### config.mk
export PLATFORM = sky130hd
export DESIGN_NAME = key_step_gen
export DESIGN_NICKNAME = d
export VERILOG_FILES = /design/src/rtl/key_step_gen_pkg.sv /design/src/rtl/key_step_gen_sync_ff.sv /design/src/rtl/key_step_gen.sv
export SDC_FILE = /design/constraint.sdc
export NUM_CORES = 1
export LEC_CHECK = 0
export ABC_CLOCK_PERIOD_IN_PS = 4000
export CAP_MARGIN = 20
export CORE_MARGIN = 2
export CORE_UTILIZATION = 45
export DETAILED_ROUTE_END_ITERATION = 8
export PLACE_DENSITY = 0.7
export SLEW_MARGIN = 30
export SYNTH_ARGS = -nofsm -noshare
export SYNTH_HDL_FRONTEND = slang
export SYNTH_SLANG_ARGS = --single-unit
export TNS_END_PERCENT = 100
### constraint.sdc
create_clock -name clk -period 4 [get_ports clk]
set_input_delay 0.8 -clock clk [delete_from_list [all_inputs] [get_ports clk]]
set_output_delay 0.8 -clock clk [all_outputs]
set_load 0.005 [all_outputs]
### src/rtl/key_step_gen_pkg.sv
// Shared definitions for the pushbutton step-clock generator.
// This file holds the debounce FSM encodings, the pulse-generator phases and the
// idle level of the raw key input.
package key_step_gen_pkg;

    // Debounce FSM state encodings. The 2-bit width matches older code that uses them.
    localparam int STATE_W = 2;
    localparam logic [STATE_W-1:0] ST_IDLE         = 2'd0;
    localparam logic [STATE_W-1:0] ST_PRESS_WAIT   = 2'd1;
    localparam logic [STATE_W-1:0] ST_HELD         = 2'd2;
    localparam logic [STATE_W-1:0] ST_RELEASE_WAIT = 2'd3;

    // Level of key_n when the button is not pressed.
    localparam logic KEY_RELEASED = 1'b1;

    // Phases of the step pulse generator.
    // LOW drives step_clk low. GUARD enforces the minimum high time that follows.
    typedef enum logic [1:0] {
        PG_IDLE  = 2'd0,
        PG_LOW   = 2'd1,
        PG_GUARD = 2'd2
    } pulse_phase_t;

endpackage

### src/rtl/key_step_gen_sync_ff.sv
// N-stage synchronizer that brings the raw key input into the clk domain.
// The reset value is the key's idle level, so no false press can appear when reset is released.
module sync_ff
    import key_step_gen_pkg::*;
#(
    parameter int   STAGES    = 2,
    parameter logic RESET_VAL = KEY_RELEASED
) (
    input  logic clk,
    input  logic reset,
    input  logic d,
    output logic q
);

    logic [STAGES-1:0] chain;

    // Shift the asynchronous input through the flop chain.
    always_ff @(posedge clk or negedge reset) begin
        // NOTE: sequential state is always assigned with <=, so every flop in the chain
        // samples the value it had before this clock edge. With = the chain would collapse to one stage.
        if (!reset) begin
            chain <= {STAGES{RESET_VAL}};
        end else begin
            chain <= {chain[STAGES-2:0], d};
        end
    end

    assign q = chain[STAGES-1];

endmodule

### src/rtl/key_step_gen.sv
// Debounces an active-low pushbutton and produces a glitch-free step clock for the
// falling-edge hex counter that follows. step_clk idles high. It goes low for PULSE_LEN
// cycles on each accepted press, and also on each auto-repeat when REPEAT_EN is set.
module key_step_gen
    import key_step_gen_pkg::*;
#(
    parameter int SYNC_STAGES     = 2,
    parameter int DEBOUNCE_CYCLES = 1000000,
    parameter int PULSE_LEN       = 4,
    parameter int REPEAT_EN       = 0,
    parameter int REPEAT_DELAY    = 25000000,
    parameter int REPEAT_RATE     = 5000000,
    parameter int CNT_W           = 25
) (
    input  logic clk,
    input  logic reset,
    input  logic key_n,
    output logic step_clk,
    output logic key_level,
    output logic busy
);

    // A timer is compared with "target - 1" because the cycle that reaches the target
    // is the same cycle that acts on it.
    localparam logic [CNT_W-1:0] DEB_LAST       = CNT_W'(DEBOUNCE_CYCLES - 1);
    localparam logic [CNT_W-1:0] REP_DELAY_LAST = CNT_W'(REPEAT_DELAY - 1);
    localparam logic [CNT_W-1:0] REP_RATE_LAST  = CNT_W'(REPEAT_RATE - 1);
    localparam logic             REP_ON         = (REPEAT_EN != 0);

    localparam int               PCNT_W     = (PULSE_LEN > 1) ? $clog2(PULSE_LEN) : 1;
    localparam logic [PCNT_W-1:0] PULSE_LAST = PCNT_W'(PULSE_LEN - 1);

    // Increment that stops at all-ones, so a timer never wraps.
    function automatic logic [CNT_W-1:0] sat_inc(input logic [CNT_W-1:0] v);
        return (v == {CNT_W{1'b1}}) ? v : v + CNT_W'(1);
    endfunction

    // ------------------------------------------------------------------
    // Input synchronizer
    // ------------------------------------------------------------------
    logic key_sync;
    logic key_low;

    sync_ff #(
        .STAGES    (SYNC_STAGES),
        .RESET_VAL (KEY_RELEASED)
    ) u_sync (
        .clk   (clk),
        .reset (reset),
        .d     (key_n),
        .q     (key_sync)
    );

    assign key_low = ~key_sync;

    // ------------------------------------------------------------------
    // Debounce FSM
    // ------------------------------------------------------------------
    logic [STATE_W-1:0] state;
    logic [STATE_W-1:0] state_nxt;
    logic [CNT_W-1:0]   deb_cnt;
    logic [CNT_W-1:0]   deb_cnt_nxt;
    logic               level_nxt;
    logic               press_trig;

    // Next-state logic. Any disagreement between the synced key and the pending state restarts the debounce.
    always_comb begin
        // NOTE: every output of this block gets a default first. A path that does not
        // assign a signal would otherwise infer a latch.
        state_nxt   = state;
        deb_cnt_nxt = deb_cnt;
        level_nxt   = key_level;
        press_trig  = 1'b0;
        case (state)
            ST_IDLE: begin
                if (key_low) begin
                    state_nxt   = ST_PRESS_WAIT;
                    deb_cnt_nxt = '0;
                end
            end
            ST_PRESS_WAIT: begin
                if (!key_low) begin
                    state_nxt   = ST_IDLE;
                    deb_cnt_nxt = '0;
                end else if (deb_cnt >= DEB_LAST) begin
                    state_nxt   = ST_HELD;
                    deb_cnt_nxt = '0;
                    level_nxt   = 1'b1;
                    press_trig  = 1'b1;
                end else begin
                    deb_cnt_nxt = sat_inc(deb_cnt);
                end
            end
            ST_HELD: begin
                if (!key_low) begin
                    state_nxt   = ST_RELEASE_WAIT;
                    deb_cnt_nxt = '0;
                end
            end
            ST_RELEASE_WAIT: begin
                if (key_low) begin
                    // Bounce during release: return quietly. The repeat timer keeps its value.
                    state_nxt   = ST_HELD;
                    deb_cnt_nxt = '0;
                end else if (deb_cnt >= DEB_LAST) begin
                    state_nxt   = ST_IDLE;
                    deb_cnt_nxt = '0;
                    level_nxt   = 1'b0;
                end else begin
                    deb_cnt_nxt = sat_inc(deb_cnt);
                end
            end
            default: begin
                state_nxt   = ST_IDLE;
                deb_cnt_nxt = '0;
                level_nxt   = 1'b0;
            end
        endcase
    end

    // Register the FSM state, the debounce timer and the debounced level.
    always_ff @(posedge clk or negedge reset) begin
        if (!reset) begin
            state     <= ST_IDLE;
            deb_cnt   <= '0;
            key_level <= 1'b0;
        end else begin
            state     <= state_nxt;
            deb_cnt   <= deb_cnt_nxt;
            key_level <= level_nxt;
        end
    end

    // ------------------------------------------------------------------
    // Auto-repeat timer
    // ------------------------------------------------------------------
    logic [CNT_W-1:0] rep_cnt;
    logic             rep_first_done;
    logic             rep_trig;

    // The first repeat fires REPEAT_DELAY cycles after the press pulse. Later repeats fire every REPEAT_RATE cycles.
    always_comb begin
        rep_trig = 1'b0;
        if (REP_ON && (state == ST_HELD)) begin
            if (rep_first_done) begin
                rep_trig = (rep_cnt >= REP_RATE_LAST);
            end else begin
                rep_trig = (rep_cnt >= REP_DELAY_LAST);
            end
        end
    end

    // The timer restarts on each press pulse and advances only while the key is held.
    always_ff @(posedge clk or negedge reset) begin
        if (!reset) begin
            rep_cnt        <= '0;
            rep_first_done <= 1'b0;
        end else if (press_trig) begin
            rep_cnt        <= '0;
            rep_first_done <= 1'b0;
        end else if (state == ST_HELD) begin
            if (rep_trig) begin
                rep_cnt        <= '0;
                rep_first_done <= 1'b1;
            end else begin
                rep_cnt <= sat_inc(rep_cnt);
            end
        end
    end

    // ------------------------------------------------------------------
    // Step pulse generator
    // ------------------------------------------------------------------
    pulse_phase_t      phase;
    logic [PCNT_W-1:0] pcnt;
    logic              trig;

    assign trig = press_trig | rep_trig;

    // step_clk comes straight from this flop, so the downstream counter's clock cannot glitch.
    // A trigger that arrives outside PG_IDLE is dropped.
    always_ff @(posedge clk or negedge reset) begin
        if (!reset) begin
            phase    <= PG_IDLE;
            pcnt     <= '0;
            step_clk <= 1'b1;
        end else begin
            case (phase)
                PG_IDLE: begin
                    if (trig) begin
                        phase    <= PG_LOW;
                        pcnt     <= '0;
                        step_clk <= 1'b0;
                    end
                end
                PG_LOW: begin
                    if (pcnt == PULSE_LAST) begin
                        phase    <= PG_GUARD;
                        pcnt     <= '0;
                        step_clk <= 1'b1;
                    end else begin
                        pcnt <= pcnt + PCNT_W'(1);
                    end
                end
                PG_GUARD: begin
                    if (pcnt == PULSE_LAST) begin
                        phase <= PG_IDLE;
                        pcnt  <= '0;
                    end else begin
                        pcnt <= pcnt + PCNT_W'(1);
                    end
                end
                default: begin
                    phase    <= PG_IDLE;
                    pcnt     <= '0;
                    step_clk <= 1'b1;
                end
            endcase
        end
    end

    assign busy = (phase != PG_IDLE);

endmodule

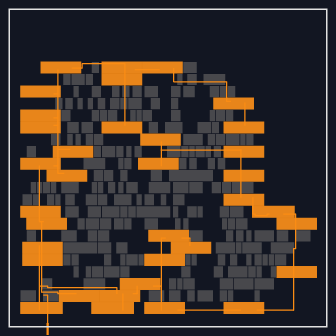
io_fan.png
- reset: orange (bits 1; direction input; edge bottom; end cells 35; buffers 2; wire 288 um)
IO Pins: 6
IO Port Bufs: 5

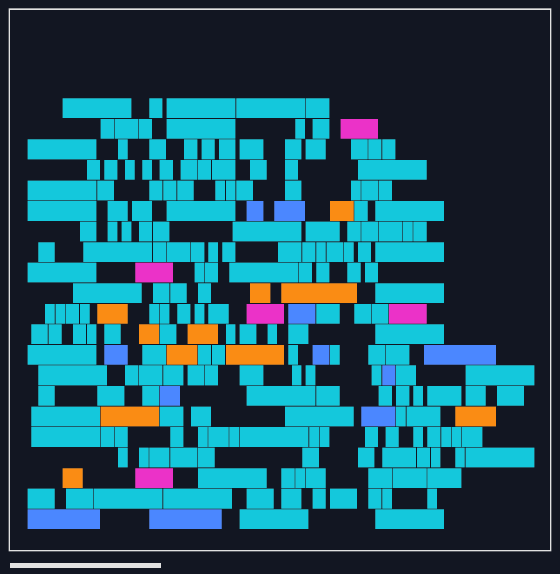
sizes.png
Scale bar: 20 um.
- _3 and _4 cells: orange (cells 11)
- _2 cells: blue (cells 11)
- _6 and larger: magenta (cells 5)
- _0 and _1 cells: cyan (cells 200)
slack of the critical path: 1490 ps
Buffers, non-clock: 8
area growth from synthesis to layout: 8.73%
fin area: 2230 um^2

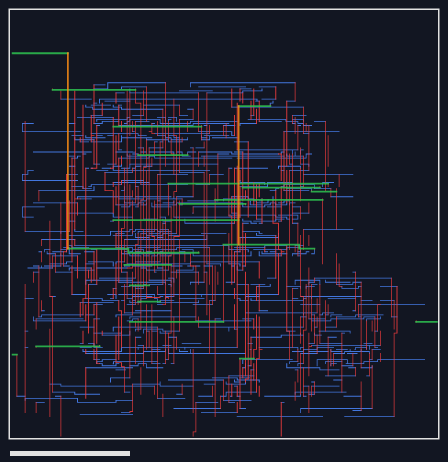
wires.png
Scale bar: 20 um.
- metal 3: green (wire length 231 um)
- metal 2: red (wire length 1910 um)
- metal 1: blue (wire length 2040 um)
- metal 4: orange (wire length 55.8 um)
total number of vias: 1688
All-Layer GR Usage: 18.9%
final WL: 4.24 mm
Routed WL per cell: 15.2 um

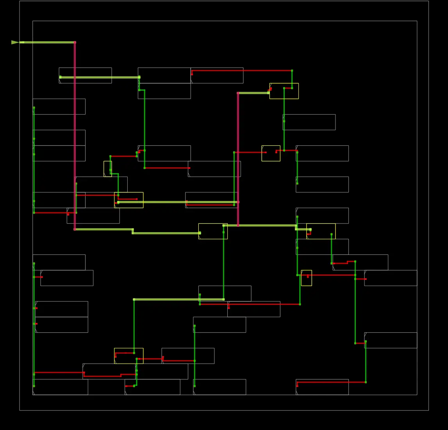
clocks.png
CTS buffer count: 5
Clk. pwr: 0.257 mW
flip-flops: 35
Setup Skew: 9.21 ps
Clk Latency, worst-skew pair: 300 ps

==> run summary <==
yosys + openroad results -> Vias/cell=6.05, Area leader share=39.1%, Top non-seq family=simple AND/OR/NAND/NOR gates, yosys xor share=0.427%, Clock Buffer Count=6, root buf cell=clkbuf_8, yosys cell count=222, Die Y=71.5 um, Die W=71.5 um, crit path launch type=flip-flop, status=complete, no violations, Compound-Gate Fraction of Synth Area=22.1%, Mapped Avg Cell Area=9.23 um^2, r2r startpoint=deb_cnt[0], CTS Hold Bufs=0, Non-Filler Instances=279, Non-clk invs=6, Post-CTS Setup Bufs=0, Antenna Nets Post-Route=0, PD cells=353 nW/um^2, RR Endpoint=deb_cnt[18]
Yosys cell counts, types with 2 or more instances:
master,count
dfrtp_1,32
nand2_1,25
a21oi_1,15
o21ai_0,15
a31oi_1,13
nand3_1,12
nor2_1,12
buf_2,7
nor3_1,7
ha_1,6
inv_1,6
nand4_1,6
o31ai_1,4
a41oi_1,3
and2_1,3
and3_1,3
clkbuf_1,3
dfstp_2,3
nor4_1,3
o211ai_1,3
a211oi_1,2
a22o_1,2
and4_1,2
mux2i_1,2
nor2b_1,2
o2111ai_1,2
or2_2,2
or4_4,2
routing by layer:
metal	up-vias	routed length, um	global-route usage, %
met4	0	55	9.22
met1	797	2040	27.4
li1	850	-	-
met5	-	0	0
met3	5	230	3.94
met2	36	1910	26.7
registers in the layout, summed over array words and instances, names as in the netlist, named ones only:
register      flops
phase             2
step_clk          1
state             1
pcnt              2
key_level         1
u_sync.chain      2
deb_cnt          25
cell usage in the layout, fill, tap and decap left out, types with 3 or more instances in the layout:
master and n:
a31oi_1 13, clkdlybuf4s50_1 5, o31ai_1 4, nand4_1 6
ha_1 6, nor3_1 7, nand2_1 25, clkbuf_8 5
nand3_1 12, o211ai_1 3, and3_1 3, a41oi_1 3
inv_1 6, and2_1 3, buf_4 3, o21ai_0 15
dfstp_2 3, nor2_1 12, nor4_1 3, a21oi_1 15
dfrtp_1 32
worst max-delay path: cells and delay by family, from the launching register on:
kind / cells / cell delay, ps
and+or+nand+nor: 1 / 140
adders and majority gates: 1 / 260
buffers and inverters: 1 / 360
DFF: 1 / 430
AOI/OAI and AO/OA: 4 / 1200
power by group:
group	total, mW	switching (mW)	internal (mW)	leakage [nW]
clock network	0.257	0.134	0.123	0.0452
registers	0.396	0.0264	0.370	0.475
logic	0.133	0.0889	0.0444	0.353
total	0.786	0.250	0.537	0.873
No activity file was given, so power comes from the tool's default toggle rates.
